$ cat config.mk
export PLATFORM = sky130hd
export DESIGN_NAME = scpu_ctrl
export DESIGN_NICKNAME = d
export VERILOG_FILES = /design/src/rtl/scpu_pkg.sv /design/src/rtl/scpu_timeout_cnt.sv /design/src/rtl/scpu_ctrl.sv
export SDC_FILE = /design/constraint.sdc
export NUM_CORES = 1
export LEC_CHECK = 0
export CAP_MARGIN = 15
export CORE_MARGIN = 3
export CORE_UTILIZATION = 44
export CTS_CLUSTER_SIZE = 28
export DETAILED_ROUTE_END_ITERATION = 6
export PLACE_DENSITY = 0.75
export SLEW_MARGIN = 10
export SYNTH_ARGS = -nofsm -noshare
export SYNTH_HDL_FRONTEND = slang
export SYNTH_SLANG_ARGS = --single-unit
$ cat constraint.sdc
create_clock -name clk -period 1.56 [get_ports clk]
set_input_delay 0.234 -clock clk [delete_from_list [all_inputs] [get_ports clk]]
set_output_delay 0.234 -clock clk [all_outputs]
set_load 0.02 [all_outputs]
$ cat src/rtl/scpu_pkg.sv
// ----------------------------------------------------------------------------
// scpu_pkg : shared opcode, state and datapath-select encodings for SCPU (rev 1.0)
// ----------------------------------------------------------------------------
`default_nettype none

package scpu_pkg;

    localparam logic [3:0] c_OP_NOP  = 4'h0;
    localparam logic [3:0] c_OP_LDI  = 4'h1;
    localparam logic [3:0] c_OP_LDA  = 4'h2;
    localparam logic [3:0] c_OP_STA  = 4'h3;
    localparam logic [3:0] c_OP_ADD  = 4'h4;
    localparam logic [3:0] c_OP_SUB  = 4'h5;
    localparam logic [3:0] c_OP_AND  = 4'h6;
    localparam logic [3:0] c_OP_OR   = 4'h7;
    localparam logic [3:0] c_OP_IN   = 4'h8;
    localparam logic [3:0] c_OP_OUT  = 4'h9;
    localparam logic [3:0] c_OP_JMP  = 4'hA;
    localparam logic [3:0] c_OP_JZ   = 4'hB;
    localparam logic [3:0] c_OP_HALT = 4'hF;

    typedef enum logic [2:0] {
        S_FETCH  = 3'd0,
        S_DECODE = 3'd1,
        S_EXEC   = 3'd2,
        S_MEM    = 3'd3,
        S_WAITIN = 3'd4,
        S_HALT   = 3'd5,
        S_FAULT  = 3'd6
    } state_t;

    localparam logic [2:0] c_ALU_ADD  = 3'd0;
    localparam logic [2:0] c_ALU_SUB  = 3'd1;
    localparam logic [2:0] c_ALU_AND  = 3'd2;
    localparam logic [2:0] c_ALU_OR   = 3'd3;
    localparam logic [2:0] c_ALU_PASS = 3'd4;

    localparam logic [1:0] c_SEL_ALU = 2'd0;
    localparam logic [1:0] c_SEL_MEM = 2'd1;
    localparam logic [1:0] c_SEL_EXT = 2'd2;
    localparam logic [1:0] c_SEL_IMM = 2'd3;

    function automatic logic is_mem_op(input logic [3:0] op);
        return (op >= c_OP_LDA) && (op <= c_OP_OR);
    endfunction

    function automatic logic [2:0] alu_of(input logic [3:0] op);
        case (op)
            c_OP_ADD: return c_ALU_ADD;
            c_OP_SUB: return c_ALU_SUB;
            c_OP_AND: return c_ALU_AND;
            c_OP_OR:  return c_ALU_OR;
            default:  return c_ALU_PASS;
        endcase
    endfunction

endpackage

`default_nettype wire

$ cat src/rtl/scpu_timeout_cnt.sv
// ----------------------------------------------------------------------------
// scpu_timeout_cnt : 4-bit memory wait counter, flags the last allowed wait cycle (rev 1.0)
// ----------------------------------------------------------------------------
`default_nettype none

module scpu_timeout_cnt #(
    parameter int LIMIT = 15
) (
    input  logic clk,
    input  logic rst,
    input  logic clear,
    input  logic en,
    output logic expired
);

    localparam logic [3:0] c_LAST = 4'(LIMIT - 1);

    logic [3:0] r_count;

    always_ff @(posedge clk or negedge rst) begin
        if (!rst) begin
            r_count <= '0;
        end else if (clear) begin
            r_count <= '0;
        end else if (en) begin
            r_count <= r_count + 4'd1;
        end
    end

    // Combinational so the request is dropped after exactly LIMIT unacked cycles.
    assign expired = en & (r_count == c_LAST);

endmodule

`default_nettype wire

$ cat src/rtl/scpu_ctrl.sv
// ----------------------------------------------------------------------------
// scpu_ctrl : multi-cycle control sequencer for the SCPU accumulator datapath (rev 1.0)
// ----------------------------------------------------------------------------
`default_nettype none

module scpu_ctrl
    import scpu_pkg::*;
#(
    parameter int MEM_TIMEOUT = 15,
    parameter int CNT_W       = 16
) (
    input  logic             clk,
    input  logic             rst,
    input  logic [7:0]       ir,
    input  logic             zero,
    input  logic             mem_ack,
    input  logic             ext_valid,
    output logic             ir_load,
    output logic             pc_inc,
    output logic             pc_load,
    output logic             addr_sel,
    output logic             mem_req,
    output logic             mem_we,
    output logic             acc_load,
    output logic [1:0]       acc_sel,
    output logic [2:0]       alu_op,
    output logic             out_load,
    output logic             ext_ack,
    output logic             halted,
    output logic             fault,
    output logic [CNT_W-1:0] retired
);

    state_t     r_state;
    logic [3:0] w_op;
    logic       w_ack;
    logic       w_expired;
    logic       w_unused;

    assign w_op     = ir[7:4];
    assign w_unused = ^ir[3:0];   // operand field is consumed by the datapath only
    assign w_ack    = mem_req & mem_ack;

    scpu_timeout_cnt #(
        .LIMIT (MEM_TIMEOUT)
    ) u_timeout (
        .clk     (clk),
        .rst     (rst),
        .clear   (~mem_req | mem_ack),
        .en      (mem_req & ~mem_ack),
        .expired (w_expired)
    );

    assign ir_load  = (r_state == S_FETCH) & w_ack;
    assign pc_inc   = ir_load;
    assign ext_ack  = (r_state == S_WAITIN) & ext_valid;
    assign acc_load = ((r_state == S_MEM) & w_ack & (w_op != c_OP_STA))
                    | ((r_state == S_EXEC) & (w_op == c_OP_LDI))
                    | ext_ack;

    always_ff @(posedge clk or negedge rst) begin
        if (!rst) begin
            r_state  <= S_FETCH;
            pc_load  <= 1'b0;
            addr_sel <= 1'b0;
            mem_req  <= 1'b0;
            mem_we   <= 1'b0;
            acc_sel  <= c_SEL_ALU;
            alu_op   <= c_ALU_ADD;
            out_load <= 1'b0;
            halted   <= 1'b0;
            fault    <= 1'b0;
            retired  <= '0;
        end else begin
            pc_load  <= 1'b0;
            out_load <= 1'b0;
            case (r_state)
                S_FETCH: begin
                    // Only reachable with mem_req low straight after reset.
                    if (!mem_req) begin
                        mem_req <= 1'b1;
                    end else if (w_ack) begin
                        r_state <= S_DECODE;
                        mem_req <= 1'b0;
                    end else if (w_expired) begin
                        r_state <= S_FAULT;
                        mem_req <= 1'b0;
                        fault   <= 1'b1;
                    end
                end
                S_DECODE: begin
                    if (is_mem_op(w_op)) begin
                        r_state  <= S_MEM;
                        mem_req  <= 1'b1;
                        addr_sel <= 1'b1;
                        mem_we   <= (w_op == c_OP_STA);
                        acc_sel  <= (w_op == c_OP_LDA) ? c_SEL_MEM : c_SEL_ALU;
                        alu_op   <= alu_of(w_op);
                    end else if (w_op == c_OP_IN) begin
                        r_state <= S_WAITIN;
                        acc_sel <= c_SEL_EXT;
                    end else begin
                        r_state  <= S_EXEC;
                        acc_sel  <= (w_op == c_OP_LDI) ? c_SEL_IMM : c_SEL_ALU;
                        out_load <= (w_op == c_OP_OUT);
                        pc_load  <= (w_op == c_OP_JMP) | ((w_op == c_OP_JZ) & zero);
                    end
                end
                S_MEM: begin
                    if (w_ack) begin
                        r_state  <= S_FETCH;
                        addr_sel <= 1'b0;
                        mem_we   <= 1'b0;
                        acc_sel  <= c_SEL_ALU;
                        alu_op   <= c_ALU_ADD;
                        retired  <= retired + 1'b1;
                    end else if (w_expired) begin
                        r_state  <= S_FAULT;
                        mem_req  <= 1'b0;
                        addr_sel <= 1'b0;
                        mem_we   <= 1'b0;
                        fault    <= 1'b1;
                    end
                end
                S_WAITIN: begin
                    if (ext_valid) begin
                        r_state <= S_FETCH;
                        mem_req <= 1'b1;
                        acc_sel <= c_SEL_ALU;
                        retired <= retired + 1'b1;
                    end
                end
                S_EXEC: begin
                    acc_sel <= c_SEL_ALU;
                    retired <= retired + 1'b1;
                    if (w_op == c_OP_HALT) begin
                        r_state <= S_HALT;
                        halted  <= 1'b1;
                    end else begin
                        r_state <= S_FETCH;
                        mem_req <= 1'b1;
                    end
                end
                S_HALT:  r_state <= S_HALT;
                S_FAULT: r_state <= S_FAULT;
                default: r_state <= S_FETCH;
            endcase
        end
    end

endmodule

`default_nettype wire

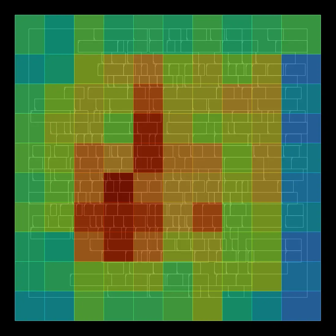
Fig. 1. Congestion heat map.
GRT busiest layer: met2
grt met2 use: 31.1%
per-cell routed wire length: 15.7 um
fin util: 70.5%
grt met1 use: 26.4%

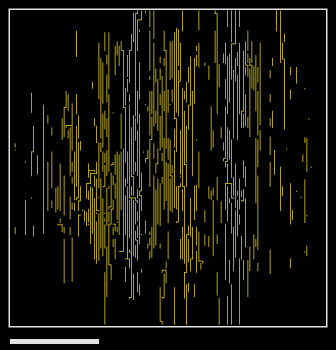
Fig. 2. Metal 2.
Scale bar: 20 um.
main direction = vertical
share of all routed wire = 51%
longest straight run = 28.9 um
wire length on this layer = 2,500 um
nets with wire on the layer = 246

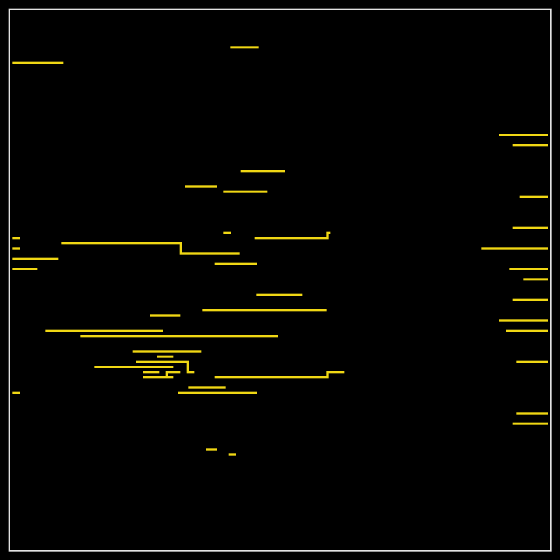
Fig. 3. The metal 3 layer.
nets with wire on the layer = 36
longest straight run = 25.8 um
wire length on this layer = 277 um
share of all routed wire = 5.7%
main direction = horizontal
routed vias: 1,703
met3 Use GR: 2.95%

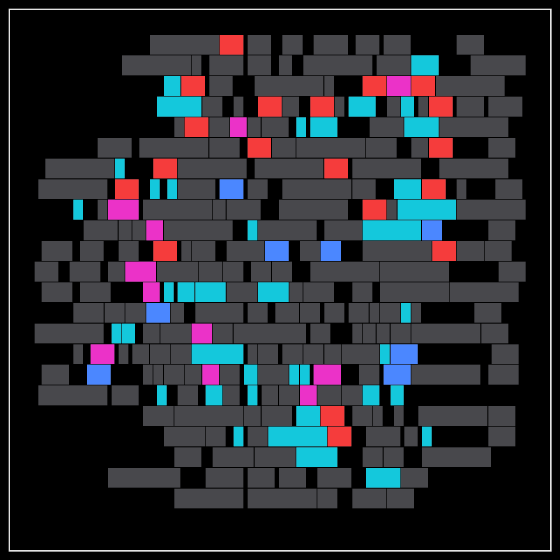
Fig. 4. Gate-type map.
magenta -> AND and OR gates  # cells 11, most used and3_1
blue -> AND-OR and OR-AND gates  # cells 8
cyan -> NOR gates  # cells 39, most used nor2_1
red -> XOR/XNOR gates  # cells 19, most used xor2_1

==> flow_summary.json <==
{
  "r2r_slack_ns": -0.1,
  "endpoint_kind": "register",
  "arrival_ns": 1.82,
  "clkPwrFrac_pct": 14.5,
  "ys_warn_count": 0,
  "ys_sh_xor_pct": 8.89,
  "worst_path_most_repeated_cell": "buf_6",
  "nClkBuffers": 7,
  "warning_count": 33,
  "largest-register": "retired",
  "finClkSkew_ns": 0.00604,
  "setup_slack_ns": -0.0960,
  "lay_top_cells": "dfrtp_1, buf_4, clkdlybuf4s50_1",
  "cts_resized": 53,
  "rr_startpoint": "r_state[1]",
  "tritoncts": "yes",
  "p_switching_w": 0.00175,
  "cp-endpoint": "retired[10]",
  "hold_buffers": 0,
  "inv_count": 9,
  "yosys.stat.seqShare_pct": 46.8,
  "numCtsBuffers": 5,
  "gr-total-overflow": 0,
  "crit_path_max_fanout": 7,
  "seq-cell-share_pct": 30.7,
  "die_h_um": 71.2,
  "die-area_mm2": 0.00507,
  "syn_area_per_cell_um2": 10.3,
  "grt_use_total_pct": 19.5,
  "grt_pass1_vias": 1622,
  "crit_path_start": "r_state[1]",
  "comb_power_w": 0.00240,
  "finalSetupTns_ns": -0.953,
  "n_tap_cell": 50,
  "outcome": "complete, but fails checks",
  "start_kind": "register",
  "dominant_cells": "multi-input combinational cells",
  "p_leak_nw": 1.38,
  "synth_adder_area_share_pct": 2.01,
  "most_common_cell": "dfrtp_1",
  "swShare_pct": 39.9,
  "ys_sh_aoi_pct": 10.9,
  "clkCellAreaFrac_pct": 2.84,
  "edf_count": 0,
  "r2r_end": "retired[10]",
  "dpl_worst_slack_ns": -0.543,
  "regArea_um2": 878,
  "dr.first_iter.drc_count": 81,
  "cts.sinks": 35,
  "logic_family": "simple AND/OR/NAND/NOR gates",
  "top_cells_by_area": "dfrtp_1, xor2_1, xnor2_1, nor2_1, mux2_2",
  "setup-violations-final": 15,
  "clock_power_w": 0.000635,
  "dr_wl_met3_um": 276,
  "dieWidth_um": 71.2,
  "pwr-share-seq_pct": 30.7,
  "post-route-period-util_pct": 106,
  "ys.flop_type": "dfrtp_1",
  "reg_top3": "retired (16), u_timeout.r_count (4)",
  "final_common_cell": "dfrtp_1",
  "cts_htree_levels": 2,
  "dpl.hpwl_um": 3180,
  "buffer_area_share_pct": 26.5,
  "holdCritPathClass": "input pin to asynchronous set/reset pin",
  "hold_slack_ns": 0.312,
  "violations": "setup timing",
  "critPathSlowestCell": "dfrtp_2",
  "worstMarginPinSlew_ns": 0.397,
  "antenna_found_initial": 0
}
No activity file was given, so power comes from the tool's default toggle rates.
